`src/rtl/pipeline_pkg.sv`:
```
// Shared types for the writeback stage: queued-instruction entry and FSM state.
package pipeline_pkg;
  localparam int REG_ADDR_W = 4;
  localparam int DATA_W     = 32;

  typedef struct packed {
    logic                  reg_write;
    logic                  mem_to_reg;
    logic [REG_ADDR_W-1:0] rd;
    logic [DATA_W-1:0]     result;
  } wb_entry_t;

  typedef enum logic {
    RUN       = 1'b0,
    WAIT_LOAD = 1'b1
  } wb_state_t;
endpackage

```
`src/rtl/sync_fifo.sv`:
```
// Single-clock FIFO with show-ahead head (dout valid whenever not empty).
// DEPTH must be a power of two so the pointers wrap naturally.
module sync_fifo #(
  parameter int W     = 8,
  parameter int DEPTH = 4,
  localparam int AW   = $clog2(DEPTH),
  localparam int CW   = AW + 1
) (
  input  logic          clk,
  input  logic          rst_n,
  input  logic          push,
  input  logic [W-1:0]  din,
  input  logic          pop,
  output logic [W-1:0]  dout,
  output logic          full,
  output logic          empty,
  output logic [CW-1:0] count
);
  logic [W-1:0]  mem [DEPTH];
  logic [AW-1:0] rd_ptr;
  logic [AW-1:0] wr_ptr;
  logic          do_push;
  logic          do_pop;

  assign full    = (count == CW'(DEPTH));
  assign empty   = (count == '0);
  assign do_push = push && !full;
  assign do_pop  = pop && !empty;
  assign dout    = mem[rd_ptr];

  always_ff @(posedge clk or negedge rst_n) begin
    if (!rst_n) begin
      rd_ptr <= '0;
      wr_ptr <= '0;
      count  <= '0;
    end else begin
      if (do_push) wr_ptr <= wr_ptr + AW'(1);
      if (do_pop)  rd_ptr <= rd_ptr + AW'(1);
      count <= count + CW'(do_push) - CW'(do_pop);
    end
  end

  // Storage needs no reset: count gates every read.
  always_ff @(posedge clk) begin
    if (do_push) mem[wr_ptr] <= din;
  end
endmodule

```
`src/rtl/writeback_stage.sv`:
```
// Writeback stage: in-order retire of queued results, pairing loads with returned data.
// Optional WB_HAZARD_QUERY_EN adds query_rs/query_hit for decode stall checks.
//   state     | meaning
//   RUN       | head absent, non-load, or load with data queued
//   WAIT_LOAD | head is a load whose data beat has not arrived
module writeback_stage
  import pipeline_pkg::*;
#(
  parameter int DEPTH = 4,
  parameter int DW    = DATA_W
) (
  input  logic                  clk,
  input  logic                  rst_n,
  input  logic                  in_valid,
  output logic                  in_ready,
  input  logic                  in_reg_write,
  input  logic                  in_mem_to_reg,
  input  logic [REG_ADDR_W-1:0] in_rd,
  input  logic [DW-1:0]         in_alu_result,
  input  logic                  mem_rdata_valid,
  input  logic [DW-1:0]         mem_rdata,
  output logic                  r_write,
  output logic [REG_ADDR_W-1:0] rd_write,
  output logic [DW-1:0]         data_out,
  output logic                  wait_load,
  output logic                  err
`ifdef WB_HAZARD_QUERY_EN
  ,
  input  logic [REG_ADDR_W-1:0] query_rs,
  output logic                  query_hit
`endif
);
  localparam int CW = $clog2(DEPTH) + 1;

  wb_entry_t     in_entry;
  wb_entry_t     head;
  logic [DW-1:0] ld_head;
  logic          iq_push, iq_full, iq_empty;
  logic          ldq_push, ldq_full, ldq_empty;
  logic          retire, beat_err;
  logic [CW-1:0] iq_count, ldq_count, alu_cnt, load_cnt;
  wb_state_t     state;

  assign in_entry = '{reg_write:  in_reg_write,
                      mem_to_reg: in_mem_to_reg,
                      rd:         in_rd,
                      result:     DATA_W'(in_alu_result)};

  assign in_ready = !iq_full;
  assign iq_push  = in_valid && in_ready && (in_reg_write || in_mem_to_reg);
  assign retire   = !iq_empty && (!head.mem_to_reg || !ldq_empty);

  // A beat is only legal if a queued load is still waiting for it.
  assign load_cnt = iq_count - alu_cnt;
  assign ldq_push = mem_rdata_valid && !ldq_full && (ldq_count < load_cnt);
  assign beat_err = mem_rdata_valid && !ldq_push;

  assign wait_load = (state == WAIT_LOAD);

  sync_fifo #(.W($bits(wb_entry_t)), .DEPTH(DEPTH)) u_iq (
    .clk   (clk),
    .rst_n (rst_n),
    .push  (iq_push),
    .din   (in_entry),
    .pop   (retire),
    .dout  (head),
    .full  (iq_full),
    .empty (iq_empty),
    .count (iq_count)
  );

  sync_fifo #(.W(DW), .DEPTH(DEPTH)) u_ldq (
    .clk   (clk),
    .rst_n (rst_n),
    .push  (ldq_push),
    .din   (mem_rdata),
    .pop   (retire && head.mem_to_reg),
    .dout  (ld_head),
    .full  (ldq_full),
    .empty (ldq_empty),
    .count (ldq_count)
  );

  always_ff @(posedge clk or negedge rst_n) begin
    if (!rst_n) begin
      alu_cnt <= '0;
    end else begin
      alu_cnt <= alu_cnt + CW'(iq_push && !in_mem_to_reg) - CW'(retire && !head.mem_to_reg);
    end
  end

  always_ff @(posedge clk or negedge rst_n) begin
    if (!rst_n) begin
      state    <= RUN;
      r_write  <= 1'b0;
      rd_write <= '0;
      data_out <= '0;
      err      <= 1'b0;
    end else begin
      r_write <= retire && head.reg_write;
      if (retire) begin
        rd_write <= head.rd;
        data_out <= head.mem_to_reg ? ld_head : DW'(head.result);
      end
      if (beat_err) err <= 1'b1;
      case (state)
        RUN:       if (!iq_empty && head.mem_to_reg && ldq_empty) state <= WAIT_LOAD;
        WAIT_LOAD: if (!ldq_empty) state <= RUN;
        default:   state <= RUN;
      endcase
    end
  end

`ifdef WB_HAZARD_QUERY_EN
  // Per-register count of queued writers; stays set through the retire cycle.
  logic [CW-1:0] pend [2**REG_ADDR_W];

  assign query_hit = (pend[query_rs] != '0);

  always_ff @(posedge clk or negedge rst_n) begin
    if (!rst_n) begin
      for (int i = 0; i < 2**REG_ADDR_W; i++) pend[i] <= '0;
    end else begin
      for (int i = 0; i < 2**REG_ADDR_W; i++) begin
        pend[i] <= pend[i]
                   + CW'(iq_push && in_reg_write && (in_rd == REG_ADDR_W'(i)))
                   - CW'(retire && head.reg_write && (head.rd == REG_ADDR_W'(i)));
      end
    end
  end
`endif
endmodule

```
`config.mk`:
```
export PLATFORM = sky130hd
export DESIGN_NAME = writeback_stage
export DESIGN_NICKNAME = d
export VERILOG_FILES = /design/src/rtl/pipeline_pkg.sv /design/src/rtl/sync_fifo.sv /design/src/rtl/writeback_stage.sv
export SDC_FILE = /design/constraint.sdc
export NUM_CORES = 1
export LEC_CHECK = 0
export CORE_MARGIN = 2
export CORE_UTILIZATION = 25
export CTS_CLUSTER_SIZE = 24
export DETAILED_ROUTE_END_ITERATION = 12
export GPL_ROUTABILITY_DRIVEN = 0
export SLEW_MARGIN = 20
export SYNTH_ARGS = -nofsm -noshare
export SYNTH_HDL_FRONTEND = slang
export SYNTH_HIERARCHICAL = 1
export SYNTH_SLANG_ARGS = --single-unit
```
`constraint.sdc`:
```
create_clock -name clk -period 10.8 [get_ports clk]
set_input_delay 1.08 -clock clk [delete_from_list [all_inputs] [get_ports clk]]
set_output_delay 1.08 -clock clk [all_outputs]
set_load 0.02 [all_outputs]
```
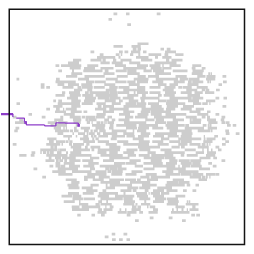
*I/O nets highlighted*
(1 px per micron)
legend:
  purple:
    port: mem_rdata_valid
    direction: input
    edge: west
    end_cells: 2
    buffers: 1
    wire: 81.2 microns
number of buffers inserted by port buffering: 113
Top-Level Pins: 114

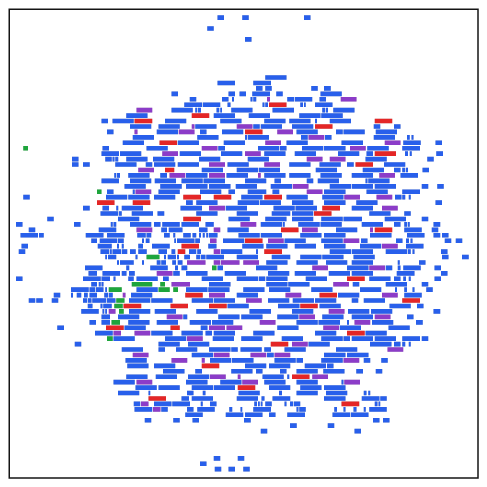
*Sizing map*
(2 px per micron)
legend:
  red:
    size: drive 6 and up
    cells: 41
    share: 5.2%
  green:
    size: drive 3 to 4
    cells: 14
    share: 1.8%
  blue:
    size: drive 1 or less
    cells: 644
    share: 82%
  purple:
    size: drive 2
    cells: 85
    share: 11%
bufs w/o clock: 117
Layout area overhead: 21.6%
post-route worst setup slack: 6.91 ns
final instance area: 16000 sq um

==> out/metrics.sh <==
FP.DIEAREA_SQ_UM=54600
SETUP_REPAIR_AFTER_GLOBAL_ROUTING_MISSED_ITS_MARGIN='no'
FMAX_GHz=0.257
CP_SLOWEST_STAGE_DELAY_NS=0.99
CRIT_CHAIN='mux4_2 -> buf_4 -> nor2b_1 -> nor2b_1 -> o31ai_1 -> inv_1 -> ha_1 -> inv_1 -> ha_1 -> fa_1 -> xnor2_1 -> xnor2_1'
NUMBER_OF_FLOPS_MAPPED_TO_ENABLE_CELLS_BY_YOSYS=280
TRITONCTS_CLOCK_TREE='yes'
CLK_LATENCY_NS=0.51
POSTSYNTH.TOPFLOPCELL='sky130_fd_sc_hd__edfxtp_1'
VDD_DROP_MAX_mV=0.161
LOG.WARNING_COUNT=32
POST-CTS-SETUP-BUFFER-COUNT=0
CTS.ROOT.BUFFER_CELL='sky130_fd_sc_hd__clkbuf_16'
TIMING.CRITICAL_PATH.FROM_TYPE='register'
FINAL.PERIOD_UTILIZATION=0.360
FINISH.UTILIZATION=0.306
SYNTH.CELLMIX.COMPOUNDSHARE=0.0212
CLOCK_SKEW_AFTER_LAYOUT_NS=0.0144
CELLLEAKAGEPOWER_uW=0.00538
POWER_PER_CELL_AREA_nW_PER_UM2=291
STDCELL_COUNT=1474
INITIAL_CORE_UTIL=0.252
CTSRESIZECOUNT=0
CAP_VIOLATIONS=0
TOPCOMBFAMILYBYAREA='multiplexers'
SIMPLE_GATE_AREA_SHARE_OF_THE_YOSYS_NETLIST=0.0287
ANTENNA_VIOLATING_NETS_POST_ROUTE=0
POSTSYNTH.ASYNCRESETSHARE=0.167
HOLD_PATH_CLASS='register to register'
FINAL_CELL_MIX='280 x sky130_fd_sc_hd__edfxtp_1, 112 x sky130_fd_sc_hd__clkdlybuf4s50_1, 66 x sky130_fd_sc_hd__mux4_2, 52 x sky130_fd_sc_hd__dfrtp_1, 37 x sky130_fd_sc_hd__clkbuf_16'
VIAS_IN_THE_FIRST_GLOBAL_ROUTE=6598
NUM-NETS-FINAL=855
YS_SH_ADDER=0.0222
GRT_FIRST_PASS_WIRELENGTH_MICRONS=42300
CORE_REGION_AREA_SQ_UM=52300
YOSYSWARNINGCOUNT=6
ANTENNA_FOUND_INITIAL=1
CTS_HOLD_BUFFERS=0
SETUP.WORST_PATH.END='u_ldq/count[2]'
REG_TO_REG_ENDPOINT='u_ldq/count[2]'
WORST_PATH_MAX_DELAY_CELL='sky130_fd_sc_hd__dfrtp_4'
FP_ROWS=84
PLACED_CELL_AREA_SQ_UM=14900
POST_SYNTH.CELL_AREA_AVG_SQ_UM=20.8
GRT_MAX_DEGREE=72
SETUP_VIOL=0
N_FILL_CELL=5134
CP_ENDPOINT_KIND='register'
SYNTH.NET_COUNT=728
CLK_PATH_BUF_DEPTH=3
PLACED_CELLS=1410
SYNTH_FLOP_COUNT=336
DP_HPWL_MICRONS=17700
DR.FIRST_ITER.DRC_COUNT=407
YS_CHIP_AREA_SQ_UM=13200
NETLIST_AREA_SQ_UM=13200
REGISTER_CLOCK_PIN_SLEW_ON_THE_REPORTED_WORST_SETUP_AND_HOLD_PATHS_NS=0.06
WORST_SLEW_MARGIN_REL=0.261
GLOBALROUTEOVERFLOWTOTAL=0
STATUS='finished, final reports clean'
DETAIL_ROUTE.VIAS_PER_CELL=4.19
WORST-R2R-CELL-COUNT=12
CRIT_FANOUT=40
POST_ROUTE_CELLS_DRIVE_ABOVE_1_SHARE=0.179
CP_DATA_REQUIRED_TIME_NS=11.19
GLOBALROUTETOTALUTIL=0.105
PRECTSSETUPSLACK_NS=6.81
DRT_FIRST_PASS_ITERS=4
SYNTH-SEQ-AREA-SHARE=0.744
NUMCTSBUFFERS=36
CRITPATHLAUNCH='u_iq/rd_ptr[0]'
FIN_CRIT_PERIOD_NS=3.89
SLEW_VIOL_FINAL=0
RRSETUPSLACK_NS=6.91
MOSTFREQUENTLAYOUTCELL='sky130_fd_sc_hd__edfxtp_1'
R2R-START='u_iq/rd_ptr[0]'
TIGHTESTPINTRANSITION_NS=1.11
CTS.SINKS=336
HOLD_VIOL_FINAL=0
CRITICAL_PATH_ARRIVAL_NS=4.28
FINALSETUPTNS_NS=0
YOSYS_CELL_COUNT=633
YS_TYPES=37
MUXSHAREOFSYNTHAREA=0.148
CRITPATHKIND='register to register'
CLOCK_TREE.HTREE_LEVEL_COUNT=2
SYN_INST=633
SYNTH_XOR_XNOR_AREA_SHARE=0.00797
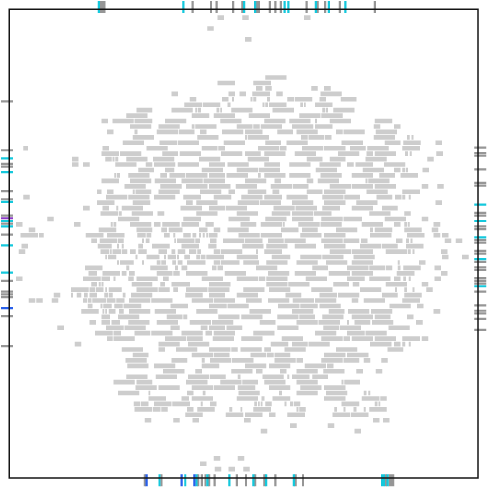
*Pin placement*
(2 px per micron) Pins as bars across the die edge, other pins in grey.
legend:
  blue:
    port: rd_write
    pins: 4
    direction: output
    edge: 3 south, 1 west
  cyan:
    port: in_alu_result
    pins: 32
    direction: input
    edge: 11 south, 9 north, 7 west, 5 east
  purple:
    port: mem_rdata_valid
    pins: 1
    direction: input
    edge: west
all pins by edge: 32 south, 31 east, 27 north, 24 west
Horiz. Die Dim: 234 microns
height of the chip: 234 microns

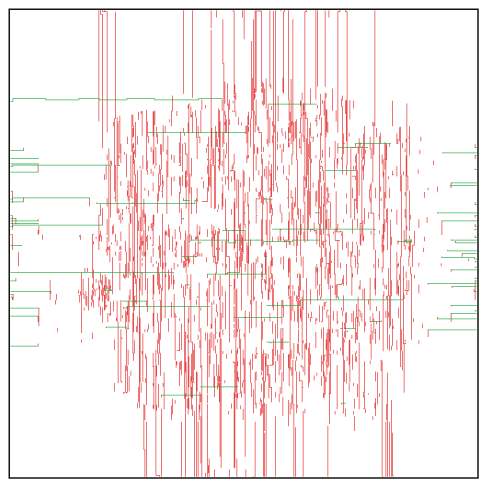
*Routed metal, one colour a layer*
(2 px per micron) Only two layers are drawn.
legend:
  red:
    layer: met2
    wire_length: 13800 microns
  green:
    layer: met3
    wire_length: 1350 microns
total via count in the routed design: 6172
total detailed-routing wirelength: 28600 microns
average routed wire per standard cell: 19.4 microns

==> cells by family (layout without fill, tap and decap cells) <==
family                     after synthesis  count (layout)
AOI/OAI and AO/OA                       46              46
and+or+nand+nor                         65              65
muxes                                  106             106
DFF                                    336             336
buffers and inverters                   47             198
other                                    0               2
adders and majority gates               21              21
xor gates and xnor gates                12              12
==> sequential cells by signal, summed over array words and instances (netlist names) <==
register and flops:
rd_write 4, u_iq/mem 152, u_iq/wr_ptr 2, alu_cnt 3, u_iq/count 3, data_out 32
err 1, wait_load 1, r_write 1, u_ldq/mem 128, u_ldq/count 3, u_ldq/wr_ptr 2
u_iq/rd_ptr 2, u_ldq/rd_ptr 2
==> layer usage <==
layer / part of all wire / up-vias / GRT usage
met2: 0.48 / 122 / 0.173
met5: 0 / - / 0
met3: 0.047 / 36 / 0.0251
met1: 0.45 / 3226 / 0.140
met4: 0.015 / 0 / 0.0255
li1: - / 2788 / -
==> worst min-delay path by stage <==
stage            endpoint  slack [ns]  cells past startpoint
2_1_floorplan  alu_cnt[0]        0.48                      1
3_3_place_gp          err        0.45                      1
3_5_place_dp          err        0.45                      1
4_1_cts               err        0.46                      1
5_1_grt               err        0.49                      1
6_report              err        0.46                      1
==> cell usage after synthesis, drive strengths merged (2+ instances only) <==
cell       n  area (sq um)
ha        17           213
clkbuf     3          18.8
nand4bb    4          45.0
mux4      70          1590
nor3b      2          37.5
nor2b      2          12.5
xnor2     11          96.3
nor2      33           124
o311ai     2          17.5
mux2       4          45.0
fa         4          80.1
inv       19          71.3
dfrtp     56          1400
and3b      8          70.1
o211ai     5          37.5
nand2b     9          56.3
o31ai      2          15.0
mux2i     32           320
a21oi     33           176
nor3       2          10.0
edfxtp   280          8410
nand2      3          11.3
buf       25           275
==> worst max-delay path: cells and delay by family, from the launching register on <==
kind | cells | cell delay [ns]
flip-flops | 1 | 0.99
adder cells (fa/ha/maj) | 3 | 0.85
multiplexers | 1 | 0.65
buffers and inverters | 3 | 0.48
AND/OR/NAND/NOR | 2 | 0.41
XOR/XNOR | 2 | 0.27
AND-OR/OR-AND | 1 | 0.13
==> power by group <==
group	total (uW)	leakage, uW	switching [uW]	internal (uW)
Combinational	1500	0.00165	765	731
Sequential	2020	0.00319	234	1780
Clock	1140	0.000541	479	666
==> final cells by class <==
cell class / count / area (sq um) / area share
multi-input combinational: 250 / 3030 / 0.189
timing repair buffer: 117 / 1160 / 0.0723
clock buffer: 46 / 980 / 0.0611
inverter: 19 / 71.3 / 0.00445
clock inverter: 16 / 113 / 0.00702
tap: 688 / 861 / 0.0537
antenna: 2 / 5.00 / 0.000312
sequential: 336 / 9820 / 0.612
==> through the flow <==
stage | total power (uW) | hold WS, ns
final | 4660 | 0.460
after global routing | 4950 | 0.493
after global placement | 3570 | 0.455
after CTS | 4760 | 0.464
after floorplan | 3110 | 0.482
after detailed placement | 3600 | 0.445
Power is estimated from default activity; no workload was simulated.
